Signal wires on met1:
Bar = 20 um.
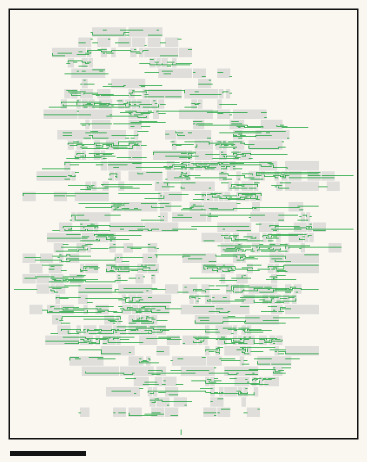
Signal wires on met2:
Bar = 20 um.
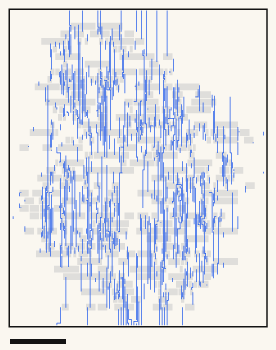
M3 wires:
Bar = 20 um.
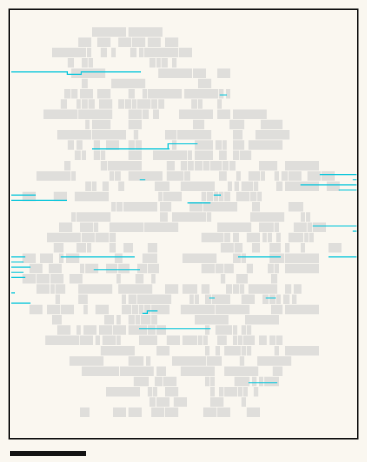
File: src/rtl/spi_pkg.sv
// Shared definitions for the SPI burst master: FSM encoding, parameter
// defaults and the SPI mode constants (bit 1 = CPOL, bit 0 = CPHA).
package spi_pkg;

  typedef enum logic [2:0] {
    ST_IDLE,
    ST_SETUP,
    ST_SHIFT,
    ST_GAP,
    ST_HOLD
  } spi_state_t;

  localparam int DEF_DATA_WIDTH = 8;
  localparam int DEF_NUM_SS     = 4;
  localparam int DEF_DIV_WIDTH  = 8;

  localparam logic [1:0] SPI_MODE0 = 2'b00;
  localparam logic [1:0] SPI_MODE1 = 2'b01;
  localparam logic [1:0] SPI_MODE2 = 2'b10;
  localparam logic [1:0] SPI_MODE3 = 2'b11;

endpackage

File: src/rtl/spi_sclk_gen.sv
// Half-period timer: restarts from i_div on i_load, and while enabled pulses
// o_tick every i_div+1 cycles, reloading itself on each expiry.
module spi_sclk_gen #(
  parameter int DIV_WIDTH = 8
) (
  input  logic                 clk,
  input  logic                 rst_n,
  input  logic                 i_load,
  input  logic                 i_en,
  input  logic [DIV_WIDTH-1:0] i_div,
  output logic                 o_tick
);

  logic [DIV_WIDTH-1:0] r_cnt;

  always_ff @(posedge clk or negedge rst_n) begin
    if (!rst_n) begin
      r_cnt <= '0;
    end else if (i_load) begin
      r_cnt <= i_div;
    end else if (i_en) begin
      r_cnt <= (r_cnt == '0) ? i_div : r_cnt - 1'b1;
    end
  end

  assign o_tick = i_en && !i_load && (r_cnt == '0);

endmodule

File: src/rtl/spi_burst_master.sv
// SPI master that moves bursts of words under a single slave select, with
// per-burst latched mode, bit order, clock divider and target slave.
module spi_burst_master
  import spi_pkg::*;
#(
  parameter  int DATA_WIDTH = DEF_DATA_WIDTH,
  parameter  int NUM_SS     = DEF_NUM_SS,
  parameter  int DIV_WIDTH  = DEF_DIV_WIDTH,
  localparam int SSW        = (NUM_SS > 1) ? $clog2(NUM_SS) : 1
) (
  input  logic                  clk,
  input  logic                  rst_n,
  input  logic                  cpol,
  input  logic                  cpha,
  input  logic                  lsb_first,
  input  logic [DIV_WIDTH-1:0]  clk_div,
  input  logic [SSW-1:0]        ss_sel,
  input  logic [DATA_WIDTH-1:0] tx_data,
  input  logic                  tx_last,
  input  logic                  tx_valid,
  output logic                  tx_ready,
  output logic [DATA_WIDTH-1:0] rx_data,
  output logic                  rx_valid,
  input  logic                  rx_ready,
  output logic                  busy,
  output logic                  sclk,
  output logic                  mosi,
  input  logic                  miso,
  output logic [NUM_SS-1:0]     ss_n
);

  localparam int HW = $clog2(2 * DATA_WIDTH);

  spi_state_t r_state, w_next;

  logic                  r_cpol, r_cpha, r_lsb, r_last, r_armed;
  logic [DIV_WIDTH-1:0]  r_div;
  logic [SSW-1:0]        r_ss;
  logic [DATA_WIDTH-1:0] r_tx, r_rx, r_rx_data;
  logic                  r_rx_valid, r_sclk, r_mosi;
  logic [HW-1:0]         r_hcnt;

  logic                  w_idle, w_accept, w_tick, w_tmr_en;
  logic                  w_cpha, w_lsb;
  logic [DIV_WIDTH-1:0]  w_div;
  logic                  w_edge, w_last_half, w_sample, w_shift, w_done;
  logic [DATA_WIDTH-1:0] w_rx_next;

  function automatic logic [DATA_WIDTH-1:0] shift_word(
    input logic [DATA_WIDTH-1:0] d, input logic lsb);
    return lsb ? (d >> 1) : (d << 1);
  endfunction

  function automatic logic out_bit(input logic [DATA_WIDTH-1:0] d, input logic lsb);
    return lsb ? d[0] : d[DATA_WIDTH-1];
  endfunction

  // Config inputs are only looked at in IDLE; afterwards the latched copies rule.
  assign w_idle   = (r_state == ST_IDLE);
  assign w_accept = tx_valid && tx_ready;
  assign w_cpha   = w_idle ? cpha : r_cpha;
  assign w_lsb    = w_idle ? lsb_first : r_lsb;
  assign w_div    = w_idle ? clk_div : r_div;

  assign w_tmr_en = (r_state == ST_SETUP) || (r_state == ST_SHIFT) ||
                    (r_state == ST_HOLD)  || ((r_state == ST_GAP) && r_armed);

  spi_sclk_gen #(.DIV_WIDTH(DIV_WIDTH)) u_sclk_gen (
    .clk    (clk),
    .rst_n  (rst_n),
    .i_load (w_accept),
    .i_en   (w_tmr_en),
    .i_div  (w_div),
    .o_tick (w_tick)
  );

  // Even half-period ends are leading edges, odd ones trailing edges.
  assign w_edge      = (r_state == ST_SHIFT) && w_tick;
  assign w_last_half = (r_hcnt == HW'(2 * DATA_WIDTH - 1));
  assign w_sample    = w_edge && (r_cpha ? r_hcnt[0] : !r_hcnt[0]);
  assign w_shift     = w_edge && (r_cpha ? !r_hcnt[0] : r_hcnt[0]);
  assign w_done      = w_edge && w_last_half;
  assign w_rx_next   = r_lsb ? {miso, r_rx[DATA_WIDTH-1:1]}
                             : {r_rx[DATA_WIDTH-2:0], miso};

  always_ff @(posedge clk or negedge rst_n) begin
    if (!rst_n) begin
      r_state <= ST_IDLE;
    end else begin
      r_state <= w_next;
    end
  end

  always_comb begin
    w_next   = r_state;
    tx_ready = 1'b0;
    case (r_state)
      ST_IDLE: begin
        tx_ready = !r_rx_valid;
        if (w_accept) w_next = ST_SETUP;
      end
      ST_SETUP: begin
        if (w_tick) w_next = ST_SHIFT;
      end
      ST_SHIFT: begin
        if (w_done) w_next = r_last ? ST_HOLD : ST_GAP;
      end
      ST_GAP: begin
        tx_ready = !r_rx_valid && !r_armed;
        if (r_armed && w_tick) w_next = ST_SHIFT;
      end
      ST_HOLD: begin
        if (w_tick) w_next = ST_IDLE;
      end
      default: w_next = ST_IDLE;
    endcase
  end

  always_ff @(posedge clk or negedge rst_n) begin
    if (!rst_n) begin
      r_cpol     <= 1'b0;
      r_cpha     <= 1'b0;
      r_lsb      <= 1'b0;
      r_div      <= '0;
      r_ss       <= '0;
      r_last     <= 1'b0;
      r_armed    <= 1'b0;
      r_tx       <= '0;
      r_rx       <= '0;
      r_rx_data  <= '0;
      r_rx_valid <= 1'b0;
      r_sclk     <= 1'b0;
      r_mosi     <= 1'b0;
      r_hcnt     <= '0;
    end else begin
      if (w_idle) begin
        r_sclk <= cpol;
      end else if (w_edge) begin
        r_sclk <= !r_sclk;
      end

      if (w_accept) begin
        r_last <= tx_last;
        r_rx   <= '0;
        if (w_idle) begin
          r_cpol <= cpol;
          r_cpha <= cpha;
          r_lsb  <= lsb_first;
          r_div  <= clk_div;
          r_ss   <= ss_sel;
        end
        // CPHA=0 presents the first bit before the first edge; CPHA=1 defers it.
        if (w_cpha) begin
          r_tx <= tx_data;
        end else begin
          r_mosi <= out_bit(tx_data, w_lsb);
          r_tx   <= shift_word(tx_data, w_lsb);
        end
      end

      if (w_accept && !w_idle) begin
        r_armed <= 1'b1;
      end else if (r_state == ST_SHIFT) begin
        r_armed <= 1'b0;
      end

      if (w_edge) begin
        r_hcnt <= w_last_half ? '0 : r_hcnt + 1'b1;
      end
      if (w_shift) begin
        r_mosi <= out_bit(r_tx, r_lsb);
        r_tx   <= shift_word(r_tx, r_lsb);
      end
      if (w_sample) begin
        r_rx <= w_rx_next;
      end

      if (w_done) begin
        r_rx_data  <= r_cpha ? w_rx_next : r_rx;
        r_rx_valid <= 1'b1;
      end else if (rx_ready) begin
        r_rx_valid <= 1'b0;
      end
    end
  end

  always_comb begin
    ss_n = '1;
    if (!w_idle) begin
      for (int unsigned i = 0; i < NUM_SS; i++) begin
        if (r_ss == SSW'(i)) ss_n[i] = 1'b0;
      end
    end
  end

  assign busy     = !w_idle;
  assign sclk     = r_sclk;
  assign mosi     = r_mosi;
  assign rx_data  = r_rx_data;
  assign rx_valid = r_rx_valid;

endmodule

File: config.mk
export PLATFORM = sky130hd
export DESIGN_NAME = spi_burst_master
export DESIGN_NICKNAME = d
export VERILOG_FILES = /design/src/rtl/spi_pkg.sv /design/src/rtl/spi_sclk_gen.sv /design/src/rtl/spi_burst_master.sv
export SDC_FILE = /design/constraint.sdc
export NUM_CORES = 1
export LEC_CHECK = 0
export CAP_MARGIN = 20
export CORE_ASPECT_RATIO = 1.25
export CORE_MARGIN = 3
export CORE_UTILIZATION = 35
export CTS_CLUSTER_SIZE = 10
export DETAILED_ROUTE_END_ITERATION = 16
export GPL_TIMING_DRIVEN = 0
export REMOVE_ABC_BUFFERS = 1
export SLEW_MARGIN = 20
export SYNTH_ARGS = -nofsm -noshare
export SYNTH_HDL_FRONTEND = slang
export SYNTH_HIERARCHICAL = 1
export SYNTH_SLANG_ARGS = --single-unit
File: constraint.sdc
create_clock -name clk -period 4.4 [get_ports clk]
set_input_delay 0.88 -clock clk [delete_from_list [all_inputs] [get_ports clk]]
set_output_delay 0.88 -clock clk [all_outputs]
set_load 0.02 [all_outputs]
==> run notes <==
run results: max-slew violations 0, sinks on the clock net between 50 and 60, remaining number of nets flagged by the antenna check after routing 0, sequential area share after synthesis 0.435, cell area after synthesis 3220 um2, cell leakage power between 0.0015 and 0.002 uW, part of the cycle the worst path needs 0.879, # Post-CTS Setup Buffers 0, number of diodes 0, Yosys warnings 6, via count of the first global-routing pass 2582, maximum resistive drop on vdd 0.188 mV, Largest type area fraction 0.435, length of the first detailed-routing pass in iterations 4, pre-placement core utilization 0.364, Worst-Margin Slew about 930 ps, Floorplan Core Area 8840 um2, Finish-stage setup viols 0, Layout fillers slightly below 900, TritonCTS clock tree done, power per cell area 650 nW/um2, remaining design rule violation count 0, Total GRT Usage 0.143, root buffer cell sky130_fd_sc_hd__clkbuf_8, number of cells in Yosys stat 349, Post-CTS Hold Buffers 0, result of the run finished clean, async set or reset register ratio after synthesis 1.00, Die Y roughly 110 um, global-route wire length before repair ~12000 um, number of DRC markers after the initial detailed-route iteration about 110, cell type with the largest total area sky130_fd_sc_hd__dfrtp_1, layout cells sized above 1 0.0844, EDFF count, synth 0, final setup skew ~5.6 ps, Post-Route Setup TNS 0 ps, Worst Path Class, Setup flip-flop to flip-flop, total power of the final layout 2470 uW, Die X-Extent 91.8 um, setup repair after global routing missed its margin false, startpoint of the most critical setup path r_state[0]$_DFFE_PN0P_, Unique cell types around 53, cell count after synthesis 349
## Picture notes: 'signal wires on met1'
nets with wire on the layer: 374
share of all routed wire: 46%
wire length on this layer: 3220 um
main direction: horizontal
number of vias in the routed layout: 2631
global-route track usage on met1: 0.179
WL final: 7060 um

## Picture notes: 'signal wires on met2'
wire length on this layer: 3510 um
share of all routed wire: 50%
main direction: vertical

## Picture notes: 'M3 wires'
nets with wire on the layer: 24
share of all routed wire: 3.4%
main direction: horizontal
global routing met3 resource utilization: 0.0299

-- through the flow --
stage | hold WS (ps) | utilization | instance area (um2)
finish | 407 | 0.429 | 3790
global route | 396 | 0.429 | 3790
CTS | 403 | 0.429 | 3790
detailed placement | 474 | 0.419 | 3700
global placement | 469 | 0.416 | 3670
floorplan | 459 | - | 3090
-- cells by family (layout without fill, tap and decap cells) --
logic type      Yosys count  after routing  share of synthesized area
fa+ha+maj                 3              3                     0.0117
compound gates           84             84                      0.170
mux                      37             37                      0.121
xor+xnor                  3              3                    0.00816
simple gates            133            133                      0.198
buf+inv                  33             63                     0.0563
flops                    56             56                      0.435
-- per-layer routing --
layer	vias to the layer above	GRT usage	wire, um
met2	40	0.249	3510
met4	0	0.0446	88
met1	1278	0.179	3220
met3	7	0.0299	242
met5	-	0	0
li1	1306	-	-
-- layout make-up --
cell class / count / area (um2) / area share
inverter: 11 / 53.8 / 0.0142
tap: 120 / 150 / 0.0396
timing repair buffer: 44 / 455 / 0.120
sequential: 56 / 1400 / 0.369
multi-input combinational: 260 / 1640 / 0.433
clock buffer: 8 / 90.1 / 0.0237
-- placed cells by master, fill, tap and decap left out, types with 6 or more instances in the layout --
cell type / instances
sky130_fd_sc_hd__nand2_1: 60
sky130_fd_sc_hd__dfrtp_1: 56
sky130_fd_sc_hd__clkdlybuf4s50_1: 42
sky130_fd_sc_hd__o21ai_0: 35
sky130_fd_sc_hd__nor2_1: 27
sky130_fd_sc_hd__mux2i_1: 23
sky130_fd_sc_hd__nand3_1: 15
sky130_fd_sc_hd__mux2_2: 12
sky130_fd_sc_hd__a21oi_1: 11
sky130_fd_sc_hd__inv_1: 10
sky130_fd_sc_hd__a211oi_1: 8
sky130_fd_sc_hd__nor3_1: 7
sky130_fd_sc_hd__a311o_1: 7
sky130_fd_sc_hd__clkbuf_8: 6
-- critical path, cell delays in order (launching register included) --
cell	delay (ps)
sky130_fd_sc_hd__dfrtp_1	510
sky130_fd_sc_hd__nor3_4	710
sky130_fd_sc_hd__inv_1	470
sky130_fd_sc_hd__and3_1	450
sky130_fd_sc_hd__and4_2	330
sky130_fd_sc_hd__and3_1	290
sky130_fd_sc_hd__nand2b_1	530
sky130_fd_sc_hd__nor2_1	110
sky130_fd_sc_hd__a311o_1	340
-- where the power goes --
group | internal, uW | leakage (uW) | total, uW | switching, uW
Sequential | 685 | 0.000716 | 913 | 229
Clock | 129 | 0.0000455 | 299 | 170
Combinational | 578 | 0.000837 | 1250 | 675
-- worst paths after layout --
kind | end | slack [ps] | cells past startpoint
max reg2reg | r_tx[3]$_DFFE_PN0P_ | 530 | 8
max | r_tx[3]$_DFFE_PN0P_ | 530 | 8
min in group clk | rx_data[5]$_DFFE_PN0P_ | 490 | 2
min reg2reg | rx_data[5]$_DFFE_PN0P_ | 490 | 2
min | r_ss[0]$_DFFE_PN0P_ | 410 | 1
max in group asynchronous | rx_data[5]$_DFFE_PN0P_ | 3520 | 2
No activity file was given, so power comes from the tool's default toggle rates.
